<file path="src/rtl/cordic_controller.sv">
// Iterative rotation-mode CORDIC sequencer: FSM, iteration counter, arctangent ROM and add/sub steering.
// Optional build macro CORDIC_GAIN_COMP_EN adds a gain-compensation (COMP) state before DONE.
module cordic_controller #(
    parameter int WIDTH      = 16,
    parameter int ITERATIONS = 14
) (
    input  logic                    clk,
    input  logic                    rst,
    input  logic                    start,
    input  logic signed [WIDTH-1:0] x_in,
    input  logic signed [WIDTH-1:0] y_in,
    input  logic signed [WIDTH-1:0] z_in,
    output logic                    busy,
    output logic                    done,
    output logic signed [WIDTH-1:0] x_out,
    output logic signed [WIDTH-1:0] y_out,
    output logic signed [WIDTH-1:0] z_out
);

    typedef enum logic [1:0] {
        S_IDLE   = 2'd0,
        S_ROTATE = 2'd1,
        S_COMP   = 2'd2,
        S_DONE   = 2'd3
    } state_t;

    localparam logic [3:0] LAST_ITER = 4'(ITERATIONS - 1);

    state_t                  r_state;
    state_t                  w_state_nxt;
    logic [3:0]              r_iter;
    logic signed [WIDTH-1:0] r_x;
    logic signed [WIDTH-1:0] r_y;
    logic signed [WIDTH-1:0] r_z;
    logic                    r_busy;
    logic                    r_done;
    logic signed [WIDTH-1:0] r_x_out;
    logic signed [WIDTH-1:0] r_y_out;
    logic signed [WIDTH-1:0] r_z_out;

    logic                    w_d;
    logic signed [WIDTH-1:0] w_x_sh;
    logic signed [WIDTH-1:0] w_y_sh;
    logic signed [WIDTH-1:0] w_atan;
    logic signed [WIDTH-1:0] w_x_rot;
    logic signed [WIDTH-1:0] w_y_rot;
    logic signed [WIDTH-1:0] w_z_rot;

    // atan(2^-i) in Q3.13; entries past the table resolution are zero.
    function automatic logic [WIDTH-1:0] atan_rom(input logic [3:0] idx);
        logic [15:0] v;
        case (idx)
            4'd0:    v = 16'd6434;
            4'd1:    v = 16'd3798;
            4'd2:    v = 16'd2007;
            4'd3:    v = 16'd1019;
            4'd4:    v = 16'd511;
            4'd5:    v = 16'd256;
            4'd6:    v = 16'd128;
            4'd7:    v = 16'd64;
            4'd8:    v = 16'd32;
            4'd9:    v = 16'd16;
            4'd10:   v = 16'd8;
            4'd11:   v = 16'd4;
            4'd12:   v = 16'd2;
            4'd13:   v = 16'd1;
            default: v = 16'd0;
        endcase
        return WIDTH'(v);
    endfunction

    // Rotate towards z = 0; both x and y read the pre-update values.
    assign w_d     = ~r_z[WIDTH-1];
    assign w_x_sh  = r_x >>> r_iter;
    assign w_y_sh  = r_y >>> r_iter;
    assign w_atan  = $signed(atan_rom(r_iter));
    assign w_x_rot = w_d ? (r_x - w_y_sh) : (r_x + w_y_sh);
    assign w_y_rot = w_d ? (r_y + w_x_sh) : (r_y - w_x_sh);
    assign w_z_rot = w_d ? (r_z - w_atan) : (r_z + w_atan);

`ifdef CORDIC_GAIN_COMP_EN
    logic signed [31:0]      w_x_prod;
    logic signed [31:0]      w_y_prod;
    logic signed [31:0]      w_x_prod_sh;
    logic signed [31:0]      w_y_prod_sh;
    logic signed [WIDTH-1:0] w_x_comp;
    logic signed [WIDTH-1:0] w_y_comp;

    // K = 0.60725 in Q0.15 cancels the accumulated CORDIC gain.
    assign w_x_prod    = 32'(r_x) * 32'sd19898;
    assign w_y_prod    = 32'(r_y) * 32'sd19898;
    assign w_x_prod_sh = w_x_prod >>> 15;
    assign w_y_prod_sh = w_y_prod >>> 15;
    assign w_x_comp    = WIDTH'(w_x_prod_sh);
    assign w_y_comp    = WIDTH'(w_y_prod_sh);
`endif

    // State register.
    always_ff @(posedge clk) begin
        if (rst) begin
            r_state <= S_IDLE;
        end else begin
            r_state <= w_state_nxt;
        end
    end

    // Next-state decode.
    always_comb begin
        w_state_nxt = r_state;
        case (r_state)
            S_IDLE: begin
                if (start) begin
                    w_state_nxt = S_ROTATE;
                end else begin
                    w_state_nxt = S_IDLE;
                end
            end
            S_ROTATE: begin
                if (r_iter == LAST_ITER) begin
`ifdef CORDIC_GAIN_COMP_EN
                    w_state_nxt = S_COMP;
`else
                    w_state_nxt = S_DONE;
`endif
                end else begin
                    w_state_nxt = S_ROTATE;
                end
            end
`ifdef CORDIC_GAIN_COMP_EN
            S_COMP:  w_state_nxt = S_DONE;
`endif
            S_DONE:  w_state_nxt = S_IDLE;
            default: w_state_nxt = S_IDLE;
        endcase
    end

    // Working registers, iteration counter and the held result/handshake outputs.
    always_ff @(posedge clk) begin
        if (rst) begin
            r_iter  <= 4'd0;
            r_x     <= '0;
            r_y     <= '0;
            r_z     <= '0;
            r_busy  <= 1'b0;
            r_done  <= 1'b0;
            r_x_out <= '0;
            r_y_out <= '0;
            r_z_out <= '0;
        end else begin
            r_done <= 1'b0;
            case (r_state)
                S_IDLE: begin
                    if (start) begin
                        r_x    <= x_in;
                        r_y    <= y_in;
                        r_z    <= z_in;
                        r_iter <= 4'd0;
                        r_busy <= 1'b1;
                    end
                end
                S_ROTATE: begin
                    r_x <= w_x_rot;
                    r_y <= w_y_rot;
                    r_z <= w_z_rot;
                    if (r_iter != LAST_ITER) begin
                        r_iter <= r_iter + 4'd1;
                    end
                end
`ifdef CORDIC_GAIN_COMP_EN
                S_COMP: begin
                    r_x <= w_x_comp;
                    r_y <= w_y_comp;
                end
`endif
                S_DONE: begin
                    r_x_out <= r_x;
                    r_y_out <= r_y;
                    r_z_out <= r_z;
                    r_done  <= 1'b1;
                    r_busy  <= 1'b0;
                end
                default: begin
                end
            endcase
        end
    end

    assign busy  = r_busy;
    assign done  = r_done;
    assign x_out = r_x_out;
    assign y_out = r_y_out;
    assign z_out = r_z_out;

endmodule

</file>
<file path="config.mk">
export PLATFORM = sky130hd
export DESIGN_NAME = cordic_controller
export DESIGN_NICKNAME = d
export VERILOG_FILES = /design/src/rtl/cordic_controller.sv
export SDC_FILE = /design/constraint.sdc
export NUM_CORES = 1
export LEC_CHECK = 0
export CAP_MARGIN = 25
export CORE_MARGIN = 1
export CORE_UTILIZATION = 61
export CTS_CLUSTER_SIZE = 40
export DETAILED_ROUTE_END_ITERATION = 8
export PLACE_DENSITY_LB_ADDON = 0.12
export SLEW_MARGIN = 20
export SYNTH_ARGS = -nofsm -noshare
export SYNTH_HDL_FRONTEND = slang
export SYNTH_SLANG_ARGS = --single-unit
</file>
<file path="constraint.sdc">
create_clock -name clk -period 6.8 [get_ports clk]
set_input_delay 1.02 -clock clk [delete_from_list [all_inputs] [get_ports clk]]
set_output_delay 1.02 -clock clk [all_outputs]
set_load 0.01 [all_outputs]
</file>
run_1/final_placement.png
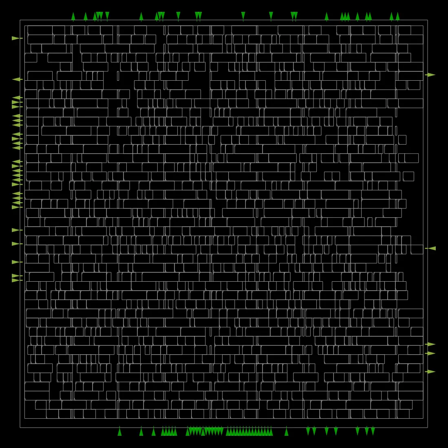
Fillers: 1,073
Core Area: 13,880 sq um
Seq area share: 22.59%
Final Non-Filler Cells: 1,265
FP Rows: 43

run_1/density.png
The die is cut into 12 by 12 equal tiles; white is low, dark blue is high, 0 to 100% covered.
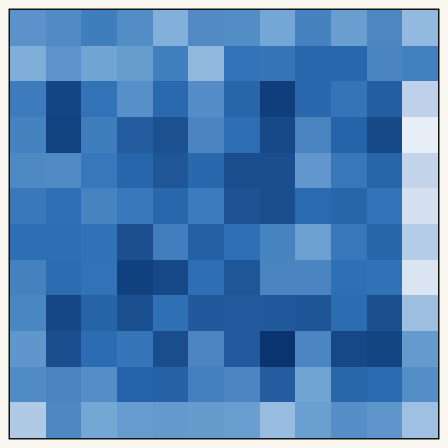
The fullest tile reaches 99%. The mean over all tiles is 69%. 38% of the tiles are over 75% full.
Core Util at FP: 62.64%
Final Util: 74.73%

run_1/drive_strength.png
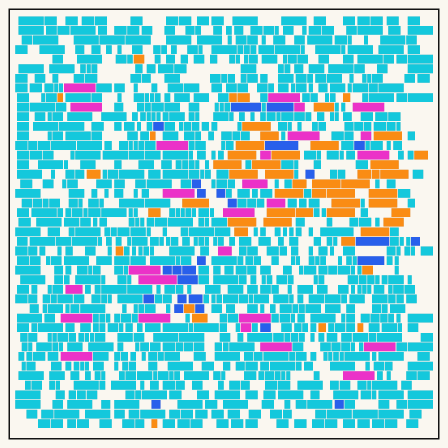
Key: drive 3 to 4 = blue [cells 26]; drive 2 = orange [cells 52]; drive 1 or less = cyan [cells 981]; drive 6 and up = magenta [cells 26]
post-route setup slack: 1.732 ns
Syn-to-layout area delta: 19.31%
design area: 10,370 sq um

==> metrics.cfg, run 1 <==
[status]
outcome = completed

[timing]
finalHoldViolCount = 0
whs_ns = 0.4740
skew_ns = 0.01208
finalClockPeriodUsage_pct = 74.53

[synth]
top_cells_by_area = dfxtp_1 (27%), ha_1 (8.5%), mux4_2 (6.2%)
synth_seq_share_pct = 26.94
yosys_cells = 999
synth-edff-count = 0
ys_sh_simple_pct = 14.43
synth_top_area_share_pct = 26.94
ys_sh_xor_pct = 7.555

[power_and_ir_drop]
intPower_mw = 2.152
power.switching_mw = 1.563
clockPowerShare_pct = 23.5
pg_clk_mw = 0.873
p_seq_share_pct = 26.0
leakagePower_nw = 4.175
switching_share_pct = 42.07
powerDensity_nw_per_um2 = 358.1

[drt]
drt_iter0_markers = 736
drtAntennaViolNets = 0
wl_per_cell_um = 20.14

[final_layout]
most-common-layout-cells = dfxtp_1 (116), clkdlybuf4s50_1 (99), a21oi_1 (92)
final_nets = 1185
clk_share_pct = 5.452
flops = 117
largest_cell_class = logic gates
final_common_cell = dfxtp_1

[critical_path]
path_class = flip-flop to flip-flop
critPathSlowestCell = dfxtp_2
worstSetupEndpointType = flip-flop
critical-path-top-delay-family = AND-OR/OR-AND gates

[placed_design]
place_ws_ns = 1.675
portBuffers = 100
place.gp.congestion = 0.9629

[cts]
clk_pin_slew_worst_paths_ns = 0.06
h-tree-depth = 4
clkLatencyLatePin_ns = 0.43
cts_buffers = 17
clk_path_buf_depth = 2

[grt]
globalRouteOverflowTotal = 0
antenna_found_initial = 0
grtUsageTotal_pct = 35.25

[flow_run]
warnings = 35

[run 1: worst max path at each step]
stage | cells after the start | start | slack [ns] | to
3_5_place_dp | 16 | r_iter[0] | 1.67 | r_y[14]
2_1_floorplan | 19 | r_iter[0] | 2.39 | r_y[14]
3_3_place_gp | 16 | r_iter[0] | 1.76 | r_y[14]
4_1_cts | 16 | r_iter[0] | 1.52 | r_y[14]
6_report | 17 | r_iter[0] | 1.73 | r_y[14]
5_1_grt | 17 | r_iter[0] | 1.34 | r_y[14]
[run 1: metal layers]
metal	vias up	GRT usage, %	part of all wire [%]
met5	-	0	0
met3	58	7.331	7.5
met4	0	12.27	2.8
li1	3869	-	-
met2	347	56.25	46
met1	3901	46.99	44
run_1/zoom.png
Window x 81 to 101, y 81 to 101 um. Cells in grey, sequential cells in the stronger grey; small squares are vias.
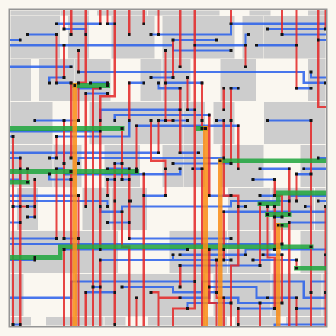

## Run 2: what changed since run 1
--- a/config.mk
+++ b/config.mk
@@ -7,7 +7,7 @@
 export LEC_CHECK = 0
 export CAP_MARGIN = 25
 export CORE_MARGIN = 1
-export CORE_UTILIZATION = 61
+export CORE_UTILIZATION = 52
 export CTS_CLUSTER_SIZE = 40
 export DETAILED_ROUTE_END_ITERATION = 8
 export PLACE_DENSITY_LB_ADDON = 0.12
==> constraint.sdc (replaced) <==
create_clock -name clk -period 4.3 [get_ports clk]
set_input_delay 0.645 -clock clk [delete_from_list [all_inputs] [get_ports clk]]
set_output_delay 0.645 -clock clk [all_outputs]
set_load 0.01 [all_outputs]
run_2/zoom.png
Window x 88 to 108, y 88 to 108 um. Cells in grey, sequential cells in the stronger grey; small squares are vias.
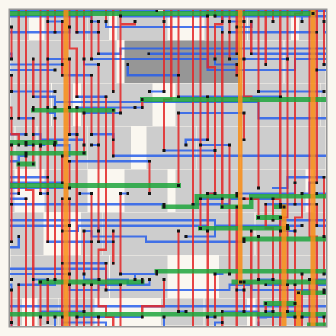
Key: met1 = blue; met2 = red; met4 = orange; met3 = green
36 logic cells have their middle in the window. Netlist names of flops here include y_out (1). Most frequent: buf_4 (9), mux4_2 (4), nand2_1 (3). Sequential cells in the window: 1.

run_2/density.png
The die is cut into 13 by 13 equal tiles; white is low, dark blue is high, 0 to 100% covered.
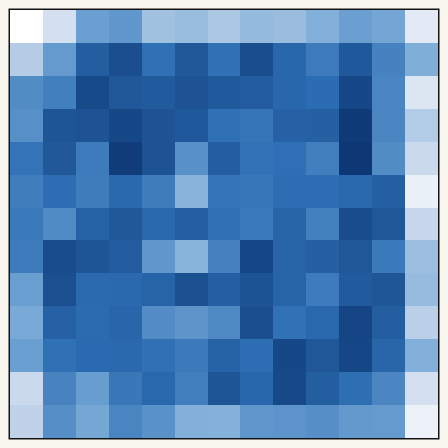
Core Util at FP: 53.95%
Final Util: 74.18%
Core Area: 16,120 sq um

==> run 2 against run 1 <==
Against the previous run: the flow now finishes with violations (negative setup slack); non-clock buffer count grew 157; combinational power grew 130%; register-to-register slack lost 1.8 ns; count of clock-buffer cells in the layout shrank 1; critical path depth grew 2; utilization shrank 0.56 points; sequential power grew 45%; power grew 95%; routed wire length grew 19%; clock power grew 73%.
==> metrics.cfg, run 2 <==
[synth]
synth-edff-count = 0
synth_seq_share_pct = 26.94
post-synth-top-count-cell = dfxtp_1
synthDistinctLibCells = 79
synth_top_area_share_pct = 26.94
top_area_cell = dfxtp_1
synth_flops = 117
yosysWarnings = 0
yosys_cells = 999
synthesis.area_sq_um = 8695
top_cells_by_area = dfxtp_1 (27%), ha_1 (8.5%), mux4_2 (6.2%)
synthTopCellsByCount = dfxtp_1 (117), a21oi_1 (93), nor2_1 (89)

[critical_path]
critical_path_buf_inv_count = 4
endpoint = r_y[14]
crit_start = r_iter[0]
arrival_ns = 4.62
cp.depth = 19
critPathSlowestCell = mux4_2
critical-path-top-delay-family = simple AND/OR/NAND/NOR gates
path_class = flip-flop to flip-flop
max_stage_delay_ns = 0.54
worstSetupEndpointType = flip-flop

[cts]
clk_path_buf_depth = 2
h-tree-depth = 4
clkLatencyLatePin_ns = 0.42
clk_pin_slew_worst_paths_ns = 0.06
cts.repair.resized = 21
cts_buffers = 17

[final_layout]
most-common-layout-cells = buf_4 (163), dfxtp_1 (113), clkdlybuf4s50_1 (99)
clk_share_pct = 5.118
final_common_cell = buf_4
seq_share_pct = 19.68
flops = 117
n_fill_cell = 1233
stdcell_area_sq_um = 11950
final_nets = 1342
layout.cells.non_filler = 1458
largest_cell_class = logic gates
buffer_area_share_pct = 19.58
area_delta_synth_final_pct = 37.49
drive_gt1_share_pct = 24.72

[timing]
finalWorstSetupSlack_ns = -0.05917
finalClockPeriodUsage_pct = 101.4
whs_ns = 0.4639
max_freq_mhz = 229.4
finalHoldViolCount = 0
setup_viol = 2
skew_ns = 0.007315

[power_and_ir_drop]
p_comb_mw = 4.32
p_seq_share_pct = 19.4
comb_power_share_pct = 59.8
clockPowerShare_pct = 20.8
power.switching_mw = 2.952
leakagePower_nw = 5.025
power.total_mw = 7.227
pg_clk_mw = 1.51
powerDensity_nw_per_um2 = 604.6
intPower_mw = 4.275
switching_share_pct = 40.85

[hold_path]
min_to = busy
hold_path_startpoint = busy
hold_class = flip-flop to flip-flop

[drt]
wl_per_cell_um = 20.72
drtPass1Iterations = 5
drtAntennaViolNets = 0
drt_iter0_markers = 924

[status]
outcome = complete, but fails checks
violations = negative setup slack

[flow_run]
cap_violations = 0
warnings = 36

[placed_design]
place.gp.congestion = 0.9494
place_ws_ns = -0.2063
portBuffers = 100
post-dp-hpwl_um = 21220

[floorplan]
dieArea_sq_um = 17240
dieWidth_um = 131.3
die_h_um = 131.3
num_rows = 46

[grt]
antenna_found_initial = 0
grt_max_degree = 54
globalRouteOverflowTotal = 0
grtUsageTotal_pct = 34.06

run 2: cell counts after synthesis:
Identical to the previous run, type by type.
run 2: logic make-up after synthesis:
logic type	count (synthesis)	synth area share [%]
AND-OR/OR-AND	338	27.43
XOR/XNOR	75	7.555
adder cells (fa/ha/maj)	62	9.181
buffers and inverters	89	4.461
flip-flops	117	26.94
multiplexers	54	10.00
AND/OR/NAND/NOR	264	14.43
run 2: routing by layer:
layer | up-vias | wire (um) | track usage, %
li1 | 4182 | - | -
met1 | 4335 | 13000 | 46.72
met2 | 432 | 13890 | 53.75
met3 | 97 | 2126 | 5.671
met4 | 0 | 1191 | 12.21
met5 | - | 0 | 0
Power and IR drop assume default switching activity.
